<file path="src/rtl/regfile_wb_arbiter_pkg.sv">
// Shared types and constants for the register-file write-back arbiter.
// An entry is one pending register write: {rd, data}.
package wb_pkg;

  localparam int XLEN   = 32;
  localparam int REG_AW = 5;

  localparam logic SRC_ALU = 1'b0;
  localparam logic SRC_LSU = 1'b1;

  typedef struct packed {
    logic [REG_AW-1:0] rd;
    logic [XLEN-1:0]   data;
  } wb_entry_t;

  localparam int ENTRY_W = REG_AW + XLEN;

  function automatic logic entry_hits(input wb_entry_t e, input logic [REG_AW-1:0] addr);
    return (e.rd == addr);
  endfunction

endpackage

</file>
<file path="src/rtl/regfile_wb_arbiter_if.sv">
// Producer, register-file write and hazard-query signals of the write-back arbiter.
// slave is the arbiter side, master is the side that drives producers and queries.
interface regfile_wb_arbiter_if;
  import wb_pkg::*;

  logic                alu_valid;
  logic [REG_AW-1:0]   alu_rd;
  logic [XLEN-1:0]     alu_data;
  logic                alu_ready;
  logic                ld_valid;
  logic [REG_AW-1:0]   ld_rd;
  logic [XLEN-1:0]     ld_data;
  logic                ld_ready;
  logic                rg_wrt_en;
  logic [REG_AW-1:0]   rg_wrt_addr;
  logic [XLEN-1:0]     rg_wrt_data;
  logic [REG_AW-1:0]   query_addr;
  logic                query_hit;
  logic                busy;

  modport slave (
    input  alu_valid, alu_rd, alu_data, ld_valid, ld_rd, ld_data, query_addr,
    output alu_ready, ld_ready, rg_wrt_en, rg_wrt_addr, rg_wrt_data, query_hit, busy
  );

  modport master (
    output alu_valid, alu_rd, alu_data, ld_valid, ld_rd, ld_data, query_addr,
    input  alu_ready, ld_ready, rg_wrt_en, rg_wrt_addr, rg_wrt_data, query_hit, busy
  );

endinterface

</file>
<file path="src/rtl/regfile_wb_arbiter_fifo.sv">
// Per-source result FIFO; exposes every slot and its occupancy so the
// top level can match pending destinations against a hazard query.
module wb_fifo
  import wb_pkg::*;
#(
  parameter int DEPTH = 2
) (
  input  logic                    clk,
  input  logic                    reset,
  input  logic                    push,
  input  wb_entry_t               push_entry,
  input  logic                    pop,
  output logic                    full,
  output logic                    empty,
  output wb_entry_t               head,
  output wb_entry_t [DEPTH-1:0]   slots,
  output logic [DEPTH-1:0]        slot_valid
);

  localparam int PW = $clog2(DEPTH);
  localparam int CW = PW + 1;

  wb_entry_t [DEPTH-1:0] mem;
  logic [PW-1:0]         wr_ptr;
  logic [PW-1:0]         rd_ptr;
  logic [CW-1:0]         count;
  logic                  do_push;
  logic                  do_pop;

  // Push is refused when full even if a pop happens the same cycle.
  assign full    = (count == CW'(DEPTH));
  assign empty   = (count == {CW{1'b0}});
  assign do_push = push && !full;
  assign do_pop  = pop && !empty;
  assign head    = mem[rd_ptr];
  assign slots   = mem;

  // A slot is live when its distance from the read pointer is below count.
  always_comb begin
    slot_valid = {DEPTH{1'b0}};
    for (int i = 0; i < DEPTH; i++) begin
      slot_valid[i] = ({1'b0, PW'(i) - rd_ptr} < count);
    end
  end

  // Pointer and occupancy state.
  always_ff @(posedge clk) begin
    if (!reset) begin
      wr_ptr <= {PW{1'b0}};
      rd_ptr <= {PW{1'b0}};
      count  <= {CW{1'b0}};
    end else begin
      if (do_push) wr_ptr <= wr_ptr + 1'b1;
      if (do_pop)  rd_ptr <= rd_ptr + 1'b1;
      count <= count + CW'(do_push) - CW'(do_pop);
    end
  end

  // Entry storage; contents are only meaningful under slot_valid.
  always_ff @(posedge clk) begin
    if (do_push) mem[wr_ptr] <= push_entry;
  end

endmodule

</file>
<file path="src/rtl/regfile_wb_arbiter.sv">
// Sole write-port master of the integer register file: merges ALU and load
// results, one write per cycle, LSU priority with an ALU anti-starvation override.
module regfile_wb_arbiter
  import wb_pkg::*;
#(
  parameter int DEPTH        = 2,
  parameter int STARVE_LIMIT = 4
) (
  input  logic                  clk,
  input  logic                  reset,
  regfile_wb_arbiter_if.slave   bus
);

  localparam int SW = $clog2(STARVE_LIMIT + 1);

  wb_entry_t               alu_head, ld_head, win;
  wb_entry_t [DEPTH-1:0]   alu_slots, ld_slots;
  logic [DEPTH-1:0]        alu_slot_valid, ld_slot_valid;
  logic                    alu_full, alu_empty, ld_full, ld_empty;
  logic                    grant_any, grant_src;
  logic [SW-1:0]           starve_cnt;
  logic                    wrt_en;
  logic [REG_AW-1:0]       wrt_addr;
  logic [XLEN-1:0]         wrt_data;
  logic                    pending_hit;

  wb_fifo #(.DEPTH(DEPTH)) u_alu_fifo (
    .clk        (clk),
    .reset      (reset),
    .push       (bus.alu_valid),
    .push_entry ({bus.alu_rd, bus.alu_data}),
    .pop        (grant_any && (grant_src == SRC_ALU)),
    .full       (alu_full),
    .empty      (alu_empty),
    .head       (alu_head),
    .slots      (alu_slots),
    .slot_valid (alu_slot_valid)
  );

  wb_fifo #(.DEPTH(DEPTH)) u_ld_fifo (
    .clk        (clk),
    .reset      (reset),
    .push       (bus.ld_valid),
    .push_entry ({bus.ld_rd, bus.ld_data}),
    .pop        (grant_any && (grant_src == SRC_LSU)),
    .full       (ld_full),
    .empty      (ld_empty),
    .head       (ld_head),
    .slots      (ld_slots),
    .slot_valid (ld_slot_valid)
  );

  // Winner selection on the FIFO heads.
  always_comb begin
    grant_any = 1'b0;
    grant_src = SRC_LSU;
    win       = ld_head;
    if (!alu_empty && (ld_empty || (starve_cnt == SW'(STARVE_LIMIT)))) begin
      grant_any = 1'b1;
      grant_src = SRC_ALU;
      win       = alu_head;
    end else if (!ld_empty) begin
      grant_any = 1'b1;
      grant_src = SRC_LSU;
      win       = ld_head;
    end else begin
      grant_any = 1'b0;
      grant_src = SRC_LSU;
      win       = ld_head;
    end
  end

  // Counts consecutive cycles a waiting ALU head loses; saturates at the limit.
  always_ff @(posedge clk) begin
    if (!reset) begin
      starve_cnt <= {SW{1'b0}};
    end else if (alu_empty || (grant_any && (grant_src == SRC_ALU))) begin
      starve_cnt <= {SW{1'b0}};
    end else if (starve_cnt != SW'(STARVE_LIMIT)) begin
      starve_cnt <= starve_cnt + 1'b1;
    end
  end

  // Output register: x0 entries load addr/data but never raise the enable.
  always_ff @(posedge clk) begin
    if (!reset) begin
      wrt_en   <= 1'b0;
      wrt_addr <= {REG_AW{1'b0}};
      wrt_data <= {XLEN{1'b0}};
    end else if (grant_any) begin
      wrt_en   <= (win.rd != {REG_AW{1'b0}});
      wrt_addr <= win.rd;
      wrt_data <= win.data;
    end else begin
      wrt_en   <= 1'b0;
    end
  end

  // Any live FIFO slot targeting the queried register.
  always_comb begin
    pending_hit = 1'b0;
    for (int i = 0; i < DEPTH; i++) begin
      pending_hit = pending_hit
                  | (alu_slot_valid[i] & entry_hits(alu_slots[i], bus.query_addr))
                  | (ld_slot_valid[i]  & entry_hits(ld_slots[i],  bus.query_addr));
    end
  end

  assign bus.alu_ready   = !alu_full;
  assign bus.ld_ready    = !ld_full;
  assign bus.rg_wrt_en   = wrt_en;
  assign bus.rg_wrt_addr = wrt_addr;
  assign bus.rg_wrt_data = wrt_data;
  assign bus.query_hit   = (bus.query_addr != {REG_AW{1'b0}})
                         && (pending_hit || (wrt_en && (wrt_addr == bus.query_addr)));
  assign bus.busy        = !alu_empty || !ld_empty || wrt_en;

endmodule

</file>
<file path="src/flat_wrapper.sv">
// flat-port wrapper written by rule: the top's interface ports become plain ports
module regfile_wb_arbiter_flat import wb_pkg::*;
#(
  parameter int DEPTH        = 2,
  parameter int STARVE_LIMIT = 4
)
  (clk, reset, bus_alu_valid, bus_alu_rd, bus_alu_data, bus_ld_valid, bus_ld_rd, bus_ld_data, bus_query_addr, bus_alu_ready, bus_ld_ready, bus_rg_wrt_en, bus_rg_wrt_addr, bus_rg_wrt_data, bus_query_hit, bus_busy);
  regfile_wb_arbiter_if bus_i ();
  input  logic clk;
  input  logic reset;
  input wire logic [$bits(bus_i.alu_valid)-1:0] bus_alu_valid;
  input wire logic [$bits(bus_i.alu_rd)-1:0] bus_alu_rd;
  input wire logic [$bits(bus_i.alu_data)-1:0] bus_alu_data;
  input wire logic [$bits(bus_i.ld_valid)-1:0] bus_ld_valid;
  input wire logic [$bits(bus_i.ld_rd)-1:0] bus_ld_rd;
  input wire logic [$bits(bus_i.ld_data)-1:0] bus_ld_data;
  input wire logic [$bits(bus_i.query_addr)-1:0] bus_query_addr;
  output wire logic [$bits(bus_i.alu_ready)-1:0] bus_alu_ready;
  output wire logic [$bits(bus_i.ld_ready)-1:0] bus_ld_ready;
  output wire logic [$bits(bus_i.rg_wrt_en)-1:0] bus_rg_wrt_en;
  output wire logic [$bits(bus_i.rg_wrt_addr)-1:0] bus_rg_wrt_addr;
  output wire logic [$bits(bus_i.rg_wrt_data)-1:0] bus_rg_wrt_data;
  output wire logic [$bits(bus_i.query_hit)-1:0] bus_query_hit;
  output wire logic [$bits(bus_i.busy)-1:0] bus_busy;
  assign bus_i.alu_valid = bus_alu_valid;
  assign bus_i.alu_rd = bus_alu_rd;
  assign bus_i.alu_data = bus_alu_data;
  assign bus_i.ld_valid = bus_ld_valid;
  assign bus_i.ld_rd = bus_ld_rd;
  assign bus_i.ld_data = bus_ld_data;
  assign bus_i.query_addr = bus_query_addr;
  assign bus_alu_ready = bus_i.alu_ready;
  assign bus_ld_ready = bus_i.ld_ready;
  assign bus_rg_wrt_en = bus_i.rg_wrt_en;
  assign bus_rg_wrt_addr = bus_i.rg_wrt_addr;
  assign bus_rg_wrt_data = bus_i.rg_wrt_data;
  assign bus_query_hit = bus_i.query_hit;
  assign bus_busy = bus_i.busy;
  regfile_wb_arbiter #(.DEPTH(DEPTH), .STARVE_LIMIT(STARVE_LIMIT)) u_core (.clk(clk), .reset(reset), .bus(bus_i));
endmodule
</file>
<file path="config.mk">
export PLATFORM = sky130hd
export DESIGN_NAME = regfile_wb_arbiter_flat
export DESIGN_NICKNAME = d
export VERILOG_FILES = /design/src/rtl/regfile_wb_arbiter_pkg.sv /design/src/rtl/regfile_wb_arbiter_if.sv /design/src/rtl/regfile_wb_arbiter_fifo.sv /design/src/rtl/regfile_wb_arbiter.sv /design/src/flat_wrapper.sv
export SDC_FILE = /design/constraint.sdc
export NUM_CORES = 1
export LEC_CHECK = 0
export CAP_MARGIN = 10
export CORE_UTILIZATION = 45
export CTS_CLUSTER_DIAMETER = 80
export DETAILED_ROUTE_END_ITERATION = 10
export GPL_ROUTABILITY_DRIVEN = 1
export HOLD_SLACK_MARGIN = 0.02
export PLACE_DENSITY = 0.7
export REMOVE_ABC_BUFFERS = 1
export SETUP_SLACK_MARGIN = 0.1
export SLEW_MARGIN = 10
export SYNTH_ARGS = -nofsm -noshare
export SYNTH_HDL_FRONTEND = slang
export SYNTH_SLANG_ARGS = --single-unit
</file>
<file path="constraint.sdc">
create_clock -name clk -period 2.5 [get_ports clk]
set_input_delay 0.375 -clock clk [delete_from_list [all_inputs] [get_ports clk]]
set_output_delay 0.375 -clock clk [all_outputs]
set_load 0.005 [all_outputs]
</file>
### Where the registers sit, run 1

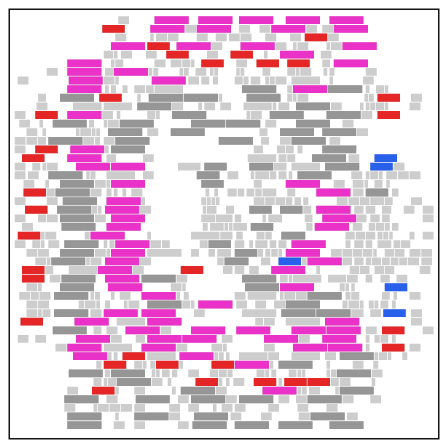
Blue stands for u_core.bus.rg_wrt_addr, flops 5. Magenta stands for u_core.u_alu_fifo.slots, flops 74. Red stands for u_core.bus.rg_wrt_data, flops 32, where widely spread.
Another 86 sequential cells are not coloured.

### Routed metal per tile, run 1

The bar under the picture is 50 um long. 27 x 27 tiles, from dark purple (low) to yellow (high), scaled to the fullest tile. Values are wire area over tile area, all layers added.
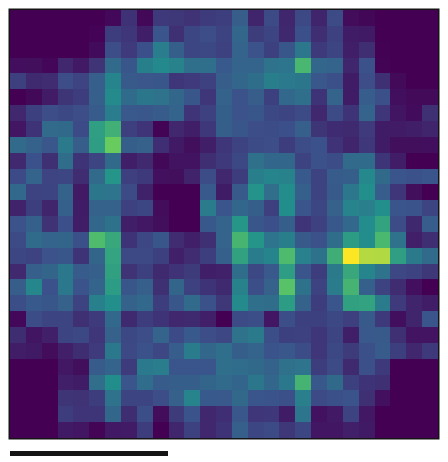
The mean over all tiles is 0.15. 12% of the tiles are nearly empty. 4.5% of the tiles are over half the peak.

### Clock network drawn from the DEF, run 1

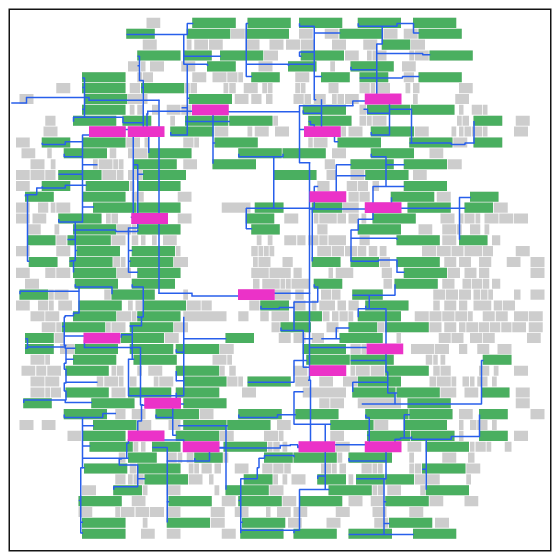
Magenta stands for cells driving clock nets, count 17. Green stands for flip-flops, count 197. Blue stands for clock wires, length 2040 um.
Position of the flops: widely spread.

==> notes.md, run 1 <==
yosys + openroad results -> run status complete, no violations, Post-route DRC 0, pin count of the biggest net entering global routing 48, area occupied by multi-input gates 2361 um^2, post-synthesis sequential element count 197, wire length of the first global-routing pass 26320 um, share of post-route cells with drive strength above 1 9.576%, overall global routing resource usage 19.57%, share of flip-flops with an asynchronous set or reset 0%, Yosys top cell by area sky130_fd_sc_hd__edfxtp_1, number of fill cells in the layout 1335, Non-clock inverters 6, final hold violation count 0, number of distinct standard cells referenced by the synthesized netlist 38, dpl ws -0.2469 ns, height of the die 135.1 um, capture point of the critical path bus_query_hit, CP top delay family simple AND/OR/NAND/NOR gates, sum of routed wire length over all layers 17330 um, chip area 18260 um^2, CP bufs+invs 1, antenna-violating nets left 0, number of max-slew violations in the final report 0, routed vias/inst 5.204, post-cts hold-fix buffer tally 0, setup ws final 0.1212 ns, most common cell after layout, fill and taps aside sky130_fd_sc_hd__edfxtp_1, most instantiated logic cells after routing 148 x sky130_fd_sc_hd__edfxtp_1, 122 x sky130_fd_sc_hd__clkdlybuf4s50_1, 113 x sky130_fd_sc_hd__nand2_1, power per unit of standard cell area 1100 nW/um^2, number of instances resized during post-cts repair 6, most common cell in the netlist sky130_fd_sc_hd__edfxtp_1, final-layout non-clock buffer area share 13.81%, area grow syn2layout 26.54%, layout net count 807, combinational share of cell area 23.39%, biggest fanout along the worst timing path 2, initial DRC count 294, flip-flops with a built-in enable 148, tally of non-filler cells in the final layout 956, Post-DP HPWL 11200 um, critical path endpoint category primary output, cell with the largest stage delay on the worst path sky130_fd_sc_hd__or4_1, part of the cycle the worst path needs 95.15%, sequential area share after synthesis 68.01%, Clock Skew 0.008325 ns, final antenna diode count 0, Hold Crit Start u_core.bus.rg_wrt_data[13], clock distribution area overhead in the final layout 5.962%, synthesized instance count 591, synthesized cell area 7978 um^2, ports placed on the boundary 125, buffers from clock root to sink, at most 2, Non-clock buffers 144, CTS tree done, top_reg_cell synth sky130_fd_sc_hd__edfxtp_1, Levels on crit path 6, IR Drop Worst-Case VDD 510.6 uV, number of cells traversed by the worst register-to-register path 12, data arrival time of the critical path 2.00 ns, Routed WL per cell 18.12 um, final weighted congestion in routability-driven placement 0.9001, Top cells by area sky130_fd_sc_hd__edfxtp_1 56%, sky130_fd_sc_hd__dfxtp_1 12%, sky130_fd_sc_hd__mux2i_1 9.4%, sky130_fd_sc_hd__nand2_1 5.4%, sky130_fd_sc_hd__a21boi_0 2.5%, required time reported for the critical path endpoint 2.12 ns, OpenROAD warning count 27
run 1: routing by layer:
layer  wire length, um  global-route usage (%)
met2              8562                   33.50
met1              7764                   24.42
met3               766                   4.340
met5                 0                       0
met4               233                   6.679
run 1: worst register-to-register path, stage by stage (launching register included):
cell	delay [ns]
sky130_fd_sc_hd__dfxtp_1	0.33
sky130_fd_sc_hd__inv_1	0.06
sky130_fd_sc_hd__ha_1	0.20
sky130_fd_sc_hd__a2bb2oi_2	0.08
sky130_fd_sc_hd__or2_2	0.32
sky130_fd_sc_hd__clkinv_4	0.12
sky130_fd_sc_hd__nor2_4	0.05
sky130_fd_sc_hd__ha_1	0.27
sky130_fd_sc_hd__inv_1	0.04
sky130_fd_sc_hd__ha_1	0.20
sky130_fd_sc_hd__xnor2_1	0.13
sky130_fd_sc_hd__xnor2_1	0.13
sky130_fd_sc_hd__and2_1	0.16
run 1: through the flow:
step	setup TNS [ns]	hold WS, ns	util, %	power (uW)
after floorplan	-52.06	0.4173	-	6709
after global placement	-0.2032	0.4279	54.83	8299
after detailed placement	-0.2469	0.4405	54.83	8420
after CTS	0	0.4564	58.33	11210
after global routing	0	0.4732	58.36	11710
final	0	0.4505	58.36	11110
run 1: where the power goes:
| group | total, uW | leakage [uW] | internal [uW] | switching [uW] |
|---|---|---|---|---|
| combinational | 3820 | 0.00145 | 1710 | 2110 |
| clock | 2770 | 0.000291 | 1580 | 1190 |
| sequential | 4510 | 0.00179 | 4200 | 311 |
run 1: logic make-up after synthesis:
logic type / Yosys count / share of synthesized area (%)
AND-OR/OR-AND: 51 / 4.799
XOR/XNOR: 32 / 3.513
adder cells (fa/ha/maj): 6 / 0.9410
buffers and inverters: 42 / 2.886
flip-flops: 197 / 68.00
multiplexers: 76 / 9.551
AND/OR/NAND/NOR: 187 / 10.30
### Placed standard cells, run 1

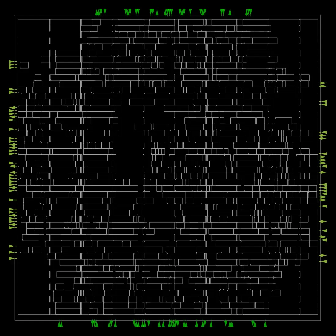

==> run 2: changes to the inputs <==
--- a/config.mk
+++ b/config.mk
@@ -6,12 +6,12 @@
 export NUM_CORES = 1
 export LEC_CHECK = 0
 export CAP_MARGIN = 10
-export CORE_UTILIZATION = 45
+export CORE_UTILIZATION = 31
 export CTS_CLUSTER_DIAMETER = 80
 export DETAILED_ROUTE_END_ITERATION = 10
 export GPL_ROUTABILITY_DRIVEN = 1
 export HOLD_SLACK_MARGIN = 0.02
-export PLACE_DENSITY = 0.7
+export PLACE_DENSITY = 0.52
 export REMOVE_ABC_BUFFERS = 1
 export SETUP_SLACK_MARGIN = 0.1
 export SLEW_MARGIN = 10
### Placed standard cells, run 2

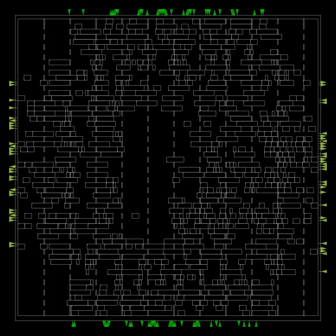
number of fill cells in the layout: 2357
sequential cell count: 197
number of well taps: 330
tally of non-filler cells in the final layout: 1066
fraction of area in registers: 52.96%

==> notes.md, run 2 <==
yosys + openroad results -> final weighted congestion in routability-driven placement 0.8674 (was 0.9001), number of distinct standard cells referenced by the synthesized netlist 38 (unchanged), met2 track demand over resource 25.54% (was 33.50%), initial DRC count 249 (was 294), most instantiated logic cells after routing 148 x sky130_fd_sc_hd__edfxtp_1, 122 x sky130_fd_sc_hd__clkdlybuf4s50_1, 113 x sky130_fd_sc_hd__nand2_1 (unchanged), Post-Route M1 WL 8382 um (was 7764 um), dpl ws -0.2155 ns (was -0.2469 ns), Routed WL per cell 17.28 um (was 18.12 um), final hold violation count 0 (unchanged), height of the die 162.4 um (was 135.1 um), power per unit of standard cell area 1082 nW/um^2 (was 1100 nW/um^2), number of setup violations in the final report 0 (unchanged), part of the cycle the worst path needs 94.77% (was 95.15%), Post-route DRC 0 (unchanged), layout net count 812 (was 807), run status complete, no violations (unchanged), top_reg_cell synth sky130_fd_sc_hd__edfxtp_1 (unchanged), clk_lat worst skew 0.43 ns (about the same), share of post-route cells with drive strength above 1 9.918% (was 9.576%), pin count of the biggest net entering global routing 39 (was 48), sum of routed wire length over all layers 18420 um (was 17330 um), Post-DP HPWL 12120 um (was 11200 um), share of flip-flops with an asynchronous set or reset 0% (unchanged), ports placed on the boundary 125 (unchanged), flip-flops with a built-in enable 148 (unchanged), biggest fanout along the worst timing path 2 (unchanged), routed vias/inst 4.583 (was 5.204), area grow syn2layout 28.53% (was 26.54%), Synthesis Warnings 0 (unchanged), most common cell in the netlist sky130_fd_sc_hd__edfxtp_1 (unchanged), global-route met1 utilization 17.89% (was 24.42%), Max Clock Freq 0.4221 GHz (was 0.4204 GHz), most common cell after layout, fill and taps aside sky130_fd_sc_hd__edfxtp_1 (unchanged), initial antenna violation count 0 (unchanged), antenna-violating nets left 0 (unchanged), sequential area share after synthesis 68.01% (unchanged), number of instances resized during post-cts repair 4 (was 6), post-synthesis sequential element count 197 (unchanged), critical path endpoint category primary output (unchanged), total power after layout 11090 uW (was 11110 uW), IR Drop Worst-Case VDD 575.3 uV (was 510.6 uV), setup ws final 0.1307 ns (was 0.1212 ns), synthesized cell area 7978 um^2 (unchanged), area occupied by multi-input gates 2349 um^2 (was 2361 um^2), GR met3 Demand/Resource 2.623% (was 4.340%), post-cts hold-fix buffer tally 0 (unchanged), synthesized instance count 591 (unchanged), required time reported for the critical path endpoint 2.12 ns (about the same), routed wl met2 9306 um (was 8562 um), chip area 26380 um^2 (was 18260 um^2), Top cells by area sky130_fd_sc_hd__edfxtp_1 56%, sky130_fd_sc_hd__dfxtp_1 12%, sky130_fd_sc_hd__mux2i_1 9.4%, sky130_fd_sc_hd__nand2_1 5.4%, sky130_fd_sc_hd__a21boi_0 2.5% (unchanged), data arrival time of the critical path 1.99 ns (was 2.00 ns), cell with the largest stage delay on the worst path sky130_fd_sc_hd__or4_1 (unchanged), CTS tree done (unchanged), Clock Skew 0.01254 ns (was 0.008325 ns), routed wl met3 568 um (was 766 um), highest metal layer with signal wires met4 (unchanged), Yosys top cell by area sky130_fd_sc_hd__edfxtp_1 (unchanged), highest-utilization routing layer at the global route stage met2 (unchanged), overall global routing resource usage 14.52% (was 19.57%)
-- run 2: cell counts after synthesis --
No cell type changed its count.
-- run 2: path summary, 6_finish.rpt --
path,slack [ns],cells after the start,startpoint,end
min reg2reg,0.45,2,u_core.bus.rg_wrt_data[14],u_core.bus.rg_wrt_data[14]
max reg2reg,0.37,12,u_core.starve_cnt[0],u_core.u_ld_fifo.count[1]
min,0.45,2,u_core.bus.rg_wrt_data[14],u_core.bus.rg_wrt_data[14]
max,0.13,6,u_core.u_alu_fifo.slots[71],bus_query_hit
-- run 2: area by class of cell --
| class | instances | share of cell area (%) |
|---|---|---|
| Clock buffer | 20 | 4.552 |
| Clock inverter | 12 | 1.086 |
| Inverter | 6 | 0.2685 |
| Multi-Input combinational cell | 352 | 22.90 |
| Sequential cell | 197 | 52.96 |
| Tap cell | 330 | 4.027 |
| Timing Repair Buffer | 149 | 14.20 |
-- run 2: logic make-up after synthesis --
family / after synthesis / synth area share, %
flops: 197 / 68.00
simple gates: 187 / 10.30
mux: 76 / 9.551
compound gates: 51 / 4.799
buf+inv: 42 / 2.886
xor+xnor: 32 / 3.513
fa+ha+maj: 6 / 0.9410
-- run 2: stage by stage --
step	instances	setup TNS, ns	area, um^2
floorplan	555	-52.06	7775
global route	1066	0	10250
detailed placement	1033	-0.2155	9673
CTS	1065	0	10250
global placement	1033	-0.2235	9673
finish	1066	0	10250
-- run 2: critical path: cells and delay by family (launching register included) --
kind,cells,cell delay [ns]
and+or+nand+nor,2,0.52
buffers and inverters,1,0.14
AOI/OAI and AO/OA,2,0.31
DFF,1,0.43
xor gates and xnor gates,1,0.19
-- run 2: report_power, final --
group	total, uW	internal (uW)	switching (uW)
combinational	3900	1770	2140
clock	2670	1400	1280
sequential	4520	4200	319
Power figures rest on the tool's default switching activity, not on a simulated workload.
